## config.mk

```make
export PLATFORM = sky130hd
export DESIGN_NAME = regfile_dbg_port_flat
export DESIGN_NICKNAME = d
export VERILOG_FILES = /design/src/rtl/regfile_dbg_port_if.sv /design/src/rtl/regfile_dbg_port.sv /design/src/flat_wrapper.sv
export SDC_FILE = /design/constraint.sdc
export NUM_CORES = 1
export LEC_CHECK = 0
export CAP_MARGIN = 20
export CORE_ASPECT_RATIO = 0.8
export CORE_MARGIN = 10
export CORE_UTILIZATION = 42
export CTS_CLUSTER_DIAMETER = 40
export DETAILED_ROUTE_END_ITERATION = 10
export GPL_TIMING_DRIVEN = 1
export PLACE_DENSITY_LB_ADDON = 0.25
export RECOVER_POWER = 25
export SLEW_MARGIN = 20
export SYNTH_ARGS = -nofsm -noshare
export SYNTH_HDL_FRONTEND = slang
export SYNTH_SLANG_ARGS = --single-unit
```

## constraint.sdc

```tcl
create_clock -name clk -period 3.7 [get_ports clk]
set_input_delay 0.37 -clock clk [delete_from_list [all_inputs] [get_ports clk]]
set_output_delay 0.37 -clock clk [all_outputs]
set_load 0.01 [all_outputs]
```

## src/rtl/regfile_dbg_port_if.sv

```systemverilog
// Interface: regfile_dbg_port_if
//
// Bundles every signal of the register-file debug port: the host command
// channel, the core stall handshake, the Regfile read/write ports and the dump
// stream. The master modport is the debug port's own view. The slave modport is
// the surrounding host, core and Regfile.
//
// Signals (master view):
//   cmd_val/cmd_op/cmd_lo/cmd_hi/cmd_wdata  in   host command
//   cmd_rdy                                 out  command ready
//   stall_req / stall_ack                   out / in   core halt handshake
//   rf_raddr / rf_rdata                     out / in   Regfile read port
//   rf_wen / rf_waddr / rf_wdata            out  Regfile write port
//   out_val/out_addr/out_data / out_rdy     out / in   dump beat stream
//   done / err                              out  completion pulse and reject flag
interface regfile_dbg_port_if #(
    parameter int unsigned AW = 5,
    parameter int unsigned DW = 32
);
    logic          cmd_val;
    logic          cmd_rdy;
    logic          cmd_op;
    logic [AW-1:0] cmd_lo;
    logic [AW-1:0] cmd_hi;
    logic [DW-1:0] cmd_wdata;
    logic          stall_req;
    logic          stall_ack;
    logic [AW-1:0] rf_raddr;
    logic [DW-1:0] rf_rdata;
    logic          rf_wen;
    logic [AW-1:0] rf_waddr;
    logic [DW-1:0] rf_wdata;
    logic          out_val;
    logic          out_rdy;
    logic [AW-1:0] out_addr;
    logic [DW-1:0] out_data;
    logic          done;
    logic          err;

    modport master (
        input  cmd_val, cmd_op, cmd_lo, cmd_hi, cmd_wdata, stall_ack, rf_rdata, out_rdy,
        output cmd_rdy, stall_req, rf_raddr, rf_wen, rf_waddr, rf_wdata,
        output out_val, out_addr, out_data, done, err
    );

    modport slave (
        output cmd_val, cmd_op, cmd_lo, cmd_hi, cmd_wdata, stall_ack, rf_rdata, out_rdy,
        input  cmd_rdy, stall_req, rf_raddr, rf_wen, rf_waddr, rf_wdata,
        input  out_val, out_addr, out_data, done, err
    );
endinterface

```

## src/rtl/regfile_dbg_port.sv

```systemverilog
// Module: regfile_dbg_port
//
// Debug-side master for the processor register file. A dump command (op=0)
// reads registers lo..hi and streams each one as an (addr, data) beat. A write
// command (op=1) pokes one register, and a write to x0 is dropped. Before any
// access, the core is halted through stall_req/stall_ack. A dump with lo > hi
// is rejected straight from idle with done+err and never touches the core.
//
// Ports:
//   clk  in  clock
//   rst  in  asynchronous active-high reset
//   bus  regfile_dbg_port_if.master: command, stall handshake, Regfile ports,
//        dump stream, done/err
module regfile_dbg_port #(
    parameter int unsigned NREGS = 32,
    parameter int unsigned AW    = $clog2(NREGS),
    parameter int unsigned DW    = 32
) (
    input logic                clk,
    input logic                rst,
    regfile_dbg_port_if.master bus
);

    typedef enum logic [2:0] {
        StIdle,
        StWait,
        StRead,
        StSend,
        StWrite,
        StFin
    } state_e;

    state_e        state_q;
    logic          op_q;
    logic [AW-1:0] lo_q;
    logic [AW-1:0] hi_q;
    logic [AW-1:0] ptr_q;
    logic [DW-1:0] wdata_q;
    logic          stall_req_q;
    logic          rf_wen_q;
    logic [AW-1:0] rf_waddr_q;
    logic [DW-1:0] rf_wdata_q;
    logic          out_val_q;
    logic [AW-1:0] out_addr_q;
    logic [DW-1:0] out_data_q;
    logic          done_q;
    logic          err_q;

    always_ff @(posedge clk or posedge rst) begin
        if (rst) begin
            state_q     <= StIdle;
            op_q        <= 1'b0;
            lo_q        <= '0;
            hi_q        <= '0;
            ptr_q       <= '0;
            wdata_q     <= '0;
            stall_req_q <= 1'b0;
            rf_wen_q    <= 1'b0;
            rf_waddr_q  <= '0;
            rf_wdata_q  <= '0;
            out_val_q   <= 1'b0;
            out_addr_q  <= '0;
            out_data_q  <= '0;
            done_q      <= 1'b0;
            err_q       <= 1'b0;
        end else begin
            // done/err and rf_wen are single-cycle pulses.
            done_q   <= 1'b0;
            err_q    <= 1'b0;
            rf_wen_q <= 1'b0;
            unique case (state_q)
                StIdle: begin
                    if (bus.cmd_val) begin
                        op_q    <= bus.cmd_op;
                        lo_q    <= bus.cmd_lo;
                        hi_q    <= bus.cmd_hi;
                        ptr_q   <= bus.cmd_lo;
                        wdata_q <= bus.cmd_wdata;
                        if (!bus.cmd_op && (bus.cmd_lo > bus.cmd_hi)) begin
                            // Empty range: reject without halting the core.
                            done_q <= 1'b1;
                            err_q  <= 1'b1;
                        end else begin
                            stall_req_q <= 1'b1;
                            state_q     <= StWait;
                        end
                    end
                end
                StWait: begin
                    if (bus.stall_ack) begin
                        if (op_q) begin
                            rf_wen_q   <= (lo_q != '0);
                            rf_waddr_q <= lo_q;
                            rf_wdata_q <= wdata_q;
                            state_q    <= StWrite;
                        end else begin
                            state_q <= StRead;
                        end
                    end
                end
                StRead: begin
                    // rf_raddr follows ptr, so rf_rdata already holds x[ptr].
                    out_data_q <= bus.rf_rdata;
                    out_addr_q <= ptr_q;
                    out_val_q  <= 1'b1;
                    state_q    <= StSend;
                end
                StSend: begin
                    if (bus.out_rdy) begin
                        out_val_q <= 1'b0;
                        if (ptr_q == hi_q) begin
                            done_q  <= 1'b1;
                            state_q <= StFin;
                        end else begin
                            ptr_q   <= ptr_q + AW'(1);
                            state_q <= StRead;
                        end
                    end
                end
                StWrite: begin
                    done_q  <= 1'b1;
                    state_q <= StFin;
                end
                StFin: begin
                    stall_req_q <= 1'b0;
                    state_q     <= StIdle;
                end
                default: state_q <= StIdle;
            endcase
        end
    end

    assign bus.cmd_rdy   = (state_q == StIdle);
    assign bus.stall_req = stall_req_q;
    assign bus.rf_raddr  = ptr_q;
    assign bus.rf_wen    = rf_wen_q;
    assign bus.rf_waddr  = rf_waddr_q;
    assign bus.rf_wdata  = rf_wdata_q;
    assign bus.out_val   = out_val_q;
    assign bus.out_addr  = out_addr_q;
    assign bus.out_data  = out_data_q;
    assign bus.done      = done_q;
    assign bus.err       = err_q;

endmodule

```

## src/flat_wrapper.sv

```systemverilog
// flat-port wrapper written by rule: the top's interface ports become plain ports
module regfile_dbg_port_flat 
#(
    parameter int unsigned NREGS = 32,
    parameter int unsigned AW    = $clog2(NREGS),
    parameter int unsigned DW    = 32
)
  (clk, rst, bus_cmd_val, bus_cmd_op, bus_cmd_lo, bus_cmd_hi, bus_cmd_wdata, bus_stall_ack, bus_rf_rdata, bus_out_rdy, bus_cmd_rdy, bus_stall_req, bus_rf_raddr, bus_rf_wen, bus_rf_waddr, bus_rf_wdata, bus_out_val, bus_out_addr, bus_out_data, bus_done, bus_err);
  regfile_dbg_port_if #(.AW(AW), .DW(DW)) bus_i ();
  input logic clk;
  input logic rst;
  input wire logic [$bits(bus_i.cmd_val)-1:0] bus_cmd_val;
  input wire logic [$bits(bus_i.cmd_op)-1:0] bus_cmd_op;
  input wire logic [$bits(bus_i.cmd_lo)-1:0] bus_cmd_lo;
  input wire logic [$bits(bus_i.cmd_hi)-1:0] bus_cmd_hi;
  input wire logic [$bits(bus_i.cmd_wdata)-1:0] bus_cmd_wdata;
  input wire logic [$bits(bus_i.stall_ack)-1:0] bus_stall_ack;
  input wire logic [$bits(bus_i.rf_rdata)-1:0] bus_rf_rdata;
  input wire logic [$bits(bus_i.out_rdy)-1:0] bus_out_rdy;
  output wire logic [$bits(bus_i.cmd_rdy)-1:0] bus_cmd_rdy;
  output wire logic [$bits(bus_i.stall_req)-1:0] bus_stall_req;
  output wire logic [$bits(bus_i.rf_raddr)-1:0] bus_rf_raddr;
  output wire logic [$bits(bus_i.rf_wen)-1:0] bus_rf_wen;
  output wire logic [$bits(bus_i.rf_waddr)-1:0] bus_rf_waddr;
  output wire logic [$bits(bus_i.rf_wdata)-1:0] bus_rf_wdata;
  output wire logic [$bits(bus_i.out_val)-1:0] bus_out_val;
  output wire logic [$bits(bus_i.out_addr)-1:0] bus_out_addr;
  output wire logic [$bits(bus_i.out_data)-1:0] bus_out_data;
  output wire logic [$bits(bus_i.done)-1:0] bus_done;
  output wire logic [$bits(bus_i.err)-1:0] bus_err;
  assign bus_i.cmd_val = bus_cmd_val;
  assign bus_i.cmd_op = bus_cmd_op;
  assign bus_i.cmd_lo = bus_cmd_lo;
  assign bus_i.cmd_hi = bus_cmd_hi;
  assign bus_i.cmd_wdata = bus_cmd_wdata;
  assign bus_i.stall_ack = bus_stall_ack;
  assign bus_i.rf_rdata = bus_rf_rdata;
  assign bus_i.out_rdy = bus_out_rdy;
  assign bus_cmd_rdy = bus_i.cmd_rdy;
  assign bus_stall_req = bus_i.stall_req;
  assign bus_rf_raddr = bus_i.rf_raddr;
  assign bus_rf_wen = bus_i.rf_wen;
  assign bus_rf_waddr = bus_i.rf_waddr;
  assign bus_rf_wdata = bus_i.rf_wdata;
  assign bus_out_val = bus_i.out_val;
  assign bus_out_addr = bus_i.out_addr;
  assign bus_out_data = bus_i.out_data;
  assign bus_done = bus_i.done;
  assign bus_err = bus_i.err;
  regfile_dbg_port #(.NREGS(NREGS), .AW(AW), .DW(DW)) u_core (.clk(clk), .rst(rst), .bus(bus_i));
endmodule
```

**Run 1: M1 wires**

Scale bar: 50 µm.
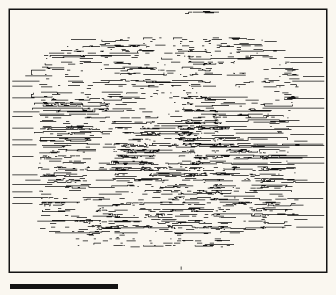
The layer holds 44% of the routed length. The layer carries 6150 µm of wire. 639 nets have wire on it. The wires run mostly horizontal.
Routed WL: 14100 µm
GRT met1 Usage: 19.9%
via count: 3959

**Run 1: signal wires on met2**

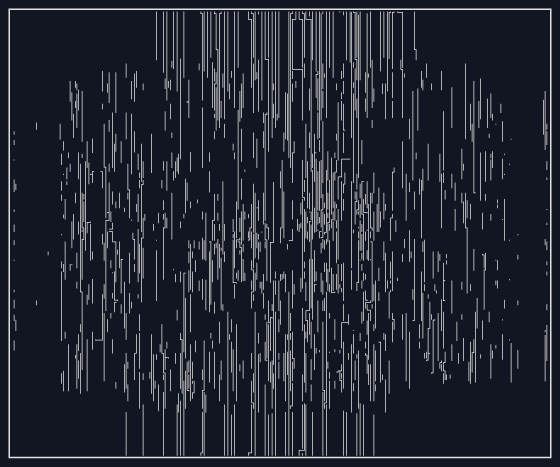
623 nets have wire on it. The wires run mostly vertical. The layer carries 6720 µm of wire. The longest straight run is 44.4 µm. The layer holds 48% of the routed length.

==> results.py, run 1 <==
# Flow results
metrics = {
    "run_status": {
        "outcome": "finished clean",
    },
    "final_layout": {
        "nNonClkBuffers": 174,
        "area_growth_pct": 44.6,
        "antennaDiodeCount": 0,
        "fillerInstances": 1024,
        "final_cell_area_um2": 7770,
        "final_layout_top_logic_cells": "163 x clkdlybuf4s50_1, 131 x nand2_1, 130 x dfrtp_1",
        "sh_comb_area_pct": 25.3,
        "combGateArea_um2": 1970,
        "dominant-cell-class": "sequential cells",
        "inverters": 12,
        "final.clkbuf_count": 18,
        "buffer_area_share_pct": 22.3,
        "clkCellAreaFrac_pct": 7.13,
        "num-multi-input-gates": 291,
        "final_util_pct": 63.0,
        "seq_share_pct": 41.9,
        "fin_nets": 712,
        "design.seq.count": 130,
        "layout.cells.non_filler": 810,
        "flop_area_um2": 3250,
        "lay_top_count": "clkdlybuf4s50_1",
        "drive_above_1_share_pct": 19.4,
    },
    "power_and_ir_drop": {
        "clock_power_w": 0.00155,
        "p_int_w": 0.00460,
        "combPwrFrac_pct": 39.8,
        "pg_comb_w": 0.00272,
        "top_power_group": "combinational logic",
        "ir_drop_v": 0.000448,
        "p_clk_share_pct": 22.7,
        "power_w": 0.00684,
        "p_sw_share_pct": 32.8,
        "p_leak_nw": 3.50,
        "seqPwrFrac_pct": 37.5,
        "switching_power_w": 0.00224,
        "cellPowerDensity_nw_per_um2": 880,
    },
    "setup_path": {
        "r2r_end": "u_core.lo_q[0]",
        "worstPathArrival_ps": 2060,
        "critical_path.top_delay_family": "flip-flops",
        "worstPathMaxFanout": 18,
        "r2r_slack_ps": 1630,
        "cp_cell_sequence": "or2_2, nor2_1, clkdlybuf4s50_1",
        "worst-path-buf-inv": 1,
        "crit_path_start": "u_core.state_q[0]",
        "endpoint_kind": "output port",
        "slowest_stage": "dfrtp_1",
        "criticalPathCategory": "reg2out",
        "rr_startpoint": "u_core.state_q[2]",
        "critical-path-max-stage-delay_ps": 600,
        "worstPathRequired_ps": 3330,
        "reg2reg_depth": 3,
        "start_kind": "flop",
    },
    "cts": {
        "cts_tree": "built",
        "htree_levels": 4,
        "holdBufCountCts": 0,
        "max-clock-path-buffers": 2,
        "path_clk_slew_ps": 50,
        "cts-root-buf": "clkbuf_16",
        "cts_setup_buffers": 0,
        "ctsResizeCount": 0,
        "cts_buffers": 17,
        "clk-insertion-delay-late_ps": 410,
        "cts.sink_count": 130,
    },
    "yosys": {
        "flop_cell": "dfrtp_1",
        "ys_warn_count": 0,
        "synth_top_cell_by_area": "dfrtp_1",
        "yosys_cells": 456,
        "edf_count": 0,
        "ys_sh_xor_pct": 0.815,
        "ys_area_um2": 5370,
        "compound_area_share_pct": 5.36,
        "adder_share_pct": 1.40,
        "syn_nets": 542,
        "yosys.area.top_type_share_pct": 60.5,
        "syn-cell-area_um2": 5370,
        "ys_types": 47,
        "ys_seq_share_pct": 60.5,
        "ys_sh_mux_pct": 15.8,
        "async_reset_ff_share_pct": 100,
        "area_leaders": "dfrtp_1 61%, mux2_2 15%, nand2_1 9.2%",
        "synthTopLogicFamily": "multiplexers",
        "simple_gate_area_share_pct": 13.0,
        "synth_flops": 130,
        "avgSynthCellArea_um2": 11.8,
    },
    "place": {
        "dp.cells": 776,
        "place_area_um2": 7190,
        "gp_congestion": 0.821,
        "dpl_worst_slack_ps": 1380,
        "placement.io_buffers": 164,
        "hpwlAfterDp_um": 10200,
    },
    "detailed_routing": {
        "wl_per_cell_um": 17.4,
        "routed_via_density": 4.89,
        "routed-wl-met3_um": 1140,
        "drcViolationCount": 0,
        "first_iter_violations": 231,
        "top_layer_used": "met4",
        "firstDrtPassIters": 4,
        "ant_nets": 0,
        "wl_met1_um": 6150,
        "routed-wl-met2_um": 6720,
    },
    "global_route": {
        "grt_overflow": 0,
        "grt_pass1_vias": 4252,
        "gr-usage-met2_pct": 25.4,
        "antenna_found_initial": 0,
        "gr-usage-all-layers_pct": 16.2,
        "grt_max_degree": 50,
        "busiest_layer": "met2",
        "grt_pass1_wl_um": 23100,
    },
    "final_timing": {
        "relSlewSlack_pct": 5.20,
        "setup_tns_ps": 0,
        "drv_slew": 0,
        "fmax_mhz": 411,
        "timing.final.crit_period_ps": 2430,
        "period_used_pct": 65.7,
        "finalClockSkew_ps": 8.70,
        "hold_ws_ps": 465,
        "timing.final.ws_setup_ps": 1270,
        "tightest_slew_ps": 1420,
        "final-hold-violation-count": 0,
    },
    "min_path": {
        "holdCritPathClass": "reg2reg",
        "min_from": "u_core.wdata_q[11]",
        "min_to": "u_core.wdata_q[11]",
        "whs_path_depth": 2,
    },
    "floorplan": {
        "taps": 171,
        "io_pins": 165,
        "core_area_um2": 12300,
        "initCoreUtil_pct": 43.5,
        "rows": 36,
        "die_w_um": 146,
        "fp.dieH_um": 121,
    },
    "job": {
        "warnings": 26,
        "drv_cap": 0,
    },
}
**Run 1: met3 routing**

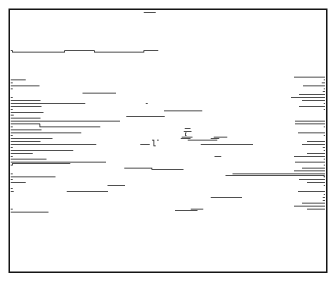
The layer holds 8.1% of the routed length. The longest straight run is 50.4 µm.
met3 usage: 7.45%

==> run 1: how the worst max path moves through the flow <==
stage                                   endpoint  slack, ps  cells after the start
after floorplan                  u_core.bus.done       1720                      1
after global placement    u_core.bus.out_data[0]       1410                      3
after detailed placement  u_core.bus.out_addr[1]       1380                      3
after CTS                            bus_cmd_rdy       1240                      3
after global routing           u_core.state_q[1]        900                      3
final                                bus_cmd_rdy       1270                      3
==> run 1: cell usage after synthesis, types with 4 or more instances <==
cell type,count
ha_1,6
o21ai_0,12
dfrtp_1,130
nand3b_1,4
nor2_1,9
mux2_2,73
buf_2,9
nand3_1,7
nand2_1,131
inv_1,12
clkbuf_1,9
a21oi_1,8
**Run 1: track usage over the die**

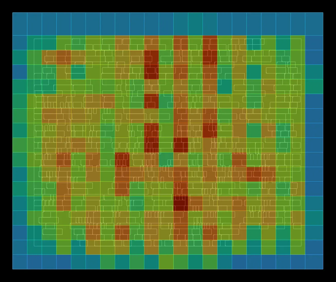

==> run 1 -> run 2 <==
==> constraint.sdc (replaced) <==
create_clock -name clk -period 2.03 [get_ports clk]
set_input_delay 0.203 -clock clk [delete_from_list [all_inputs] [get_ports clk]]
set_output_delay 0.203 -clock clk [all_outputs]
set_load 0.01 [all_outputs]
**Run 2: track usage over the die**

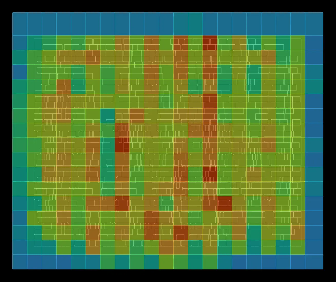
GR Util met2: 26.1%
GRT met1 Usage: 18.7%

==> results.py, run 2 <==
# Flow results
metrics = {
    "setup_path": {
        "worstPathArrival_ps": 1610,
        "crit_end": "bus_cmd_rdy",
        "r2r_end": "u_core.bus.rf_wdata[11]",
        "r2r_slack_ps": 280,
        "worstPathMaxFanout": 12,
        "cp_cell_sequence": "or2_2, nor2_1, dlygate4sd2_1",
        "crit_path_start": "u_core.state_q[1]",
        "endpoint_kind": "output port",
    },
    "final_layout": {
        "drive_above_1_share_pct": 20.0,
        "area_growth_pct": 46.0,
        "layout.cells.non_filler": 817,
        "final.clkbuf_count": 28,
        "buffer_area_share_pct": 22.8,
        "antennaDiodeCount": 0,
        "design.seq.count": 130,
        "num-multi-input-gates": 291,
        "final_layout_top_logic_cells": "162 x clkdlybuf4s50_1, 131 x nand2_1, 129 x dfrtp_1",
        "nNonClkBuffers": 181,
        "fin_nets": 719,
        "sh_comb_area_pct": 25.1,
        "final_util_pct": 63.6,
        "combGateArea_um2": 1970,
        "final_cell_area_um2": 7850,
    },
    "place": {
        "place_area_um2": 7290,
        "gp_congestion": 0.829,
        "placement.io_buffers": 164,
        "dp.cells": 785,
    },
    "final_timing": {
        "final-hold-violation-count": 0,
        "drv_slew": 0,
        "setup_tns_ps": 0,
        "tightest_slew_ps": 1270,
        "fmax_mhz": 550,
        "finalClockSkew_ps": 14.4,
        "relSlewSlack_pct": 15.0,
    },
    "cts": {
        "holdBufCountCts": 0,
        "path_clk_slew_ps": 50,
        "max-clock-path-buffers": 2,
        "htree_levels": 4,
        "ctsResizeCount": 2,
        "cts-root-buf": "clkbuf_16",
        "clk-insertion-delay-late_ps": 410,
    },
    "yosys": {
        "simple_gate_area_share_pct": 13.0,
        "ys_area_um2": 5370,
        "synth_top_cell_by_area": "dfrtp_1",
        "yosys.area.top_type_share_pct": 60.5,
        "yosys_cells": 456,
        "ys_types": 47,
        "post-synth-top-count-cell": "nand2_1",
        "ys_seq_share_pct": 60.5,
        "avgSynthCellArea_um2": 11.8,
        "syn-cell-area_um2": 5370,
        "synthTopLogicFamily": "multiplexers",
        "compound_area_share_pct": 5.36,
        "area_leaders": "dfrtp_1 61%, mux2_2 15%, nand2_1 9.2%",
        "adder_share_pct": 1.40,
        "flop_cell": "dfrtp_1",
        "ys_sh_mux_pct": 15.8,
    },
    "power_and_ir_drop": {
        "cellPowerDensity_nw_per_um2": 1610,
        "p_clk_share_pct": 22.9,
        "top_power_group": "combinational logic",
        "clock_power_w": 0.00289,
        "p_int_w": 0.00862,
        "ir_drop_v": 0.000874,
        "p_sw_share_pct": 31.6,
        "seqPwrFrac_pct": 36.6,
        "p_leak_nw": 3.57,
    },
    "global_route": {
        "grt_overflow": 0,
        "antenna_found_initial": 0,
        "gr-usage-all-layers_pct": 16.0,
    },
    "detailed_routing": {
        "firstDrtPassIters": 4,
        "drcViolationCount": 0,
        "wl_um": 13800,
        "routed_via_density": 4.83,
        "ant_nets": 0,
    },
    "floorplan": {
        "fp.dieH_um": 121,
        "die_w_um": 146,
        "core_area_um2": 12300,
        "initCoreUtil_pct": 43.5,
        "io_pins": 165,
        "taps": 171,
    },
    "run_status": {
        "outcome": "finished clean",
    },
    "min_path": {
        "min_to": "u_core.wdata_q[12]",
        "holdCritPathClass": "in2reg",
        "min_from": "bus_cmd_wdata[12]",
    },
}
==> run 2: through the flow <==
stage          worst slack (ps)  hold WS, ps
2_1_floorplan               218          308
6_report                    212          324
3_5_place_dp               64.3          457
3_3_place_gp                109          450
5_1_grt                    59.4          317
4_1_cts                     169          306
==> run 2: critical path: cells and delay by family (launching register included) <==
kind | cells | cell delay (ps)
buffers and inverters | 1 | 310
flip-flops | 1 | 480
AND/OR/NAND/NOR | 2 | 420
==> run 2: cells by family after synthesis <==
group,Yosys count
simple gates,164
flops,130
mux,75
compound gates,41
buf+inv,35
fa+ha+maj,6
xor+xnor,5
==> run 2: layer usage <==
metal,up-vias,wire (µm),global-route usage [%]
met5,-,0,0
met4,0,72,3.93
met3,6,1150,7.68
met2,108,6520,26.1
met1,1937,6070,18.7
li1,1896,-,-
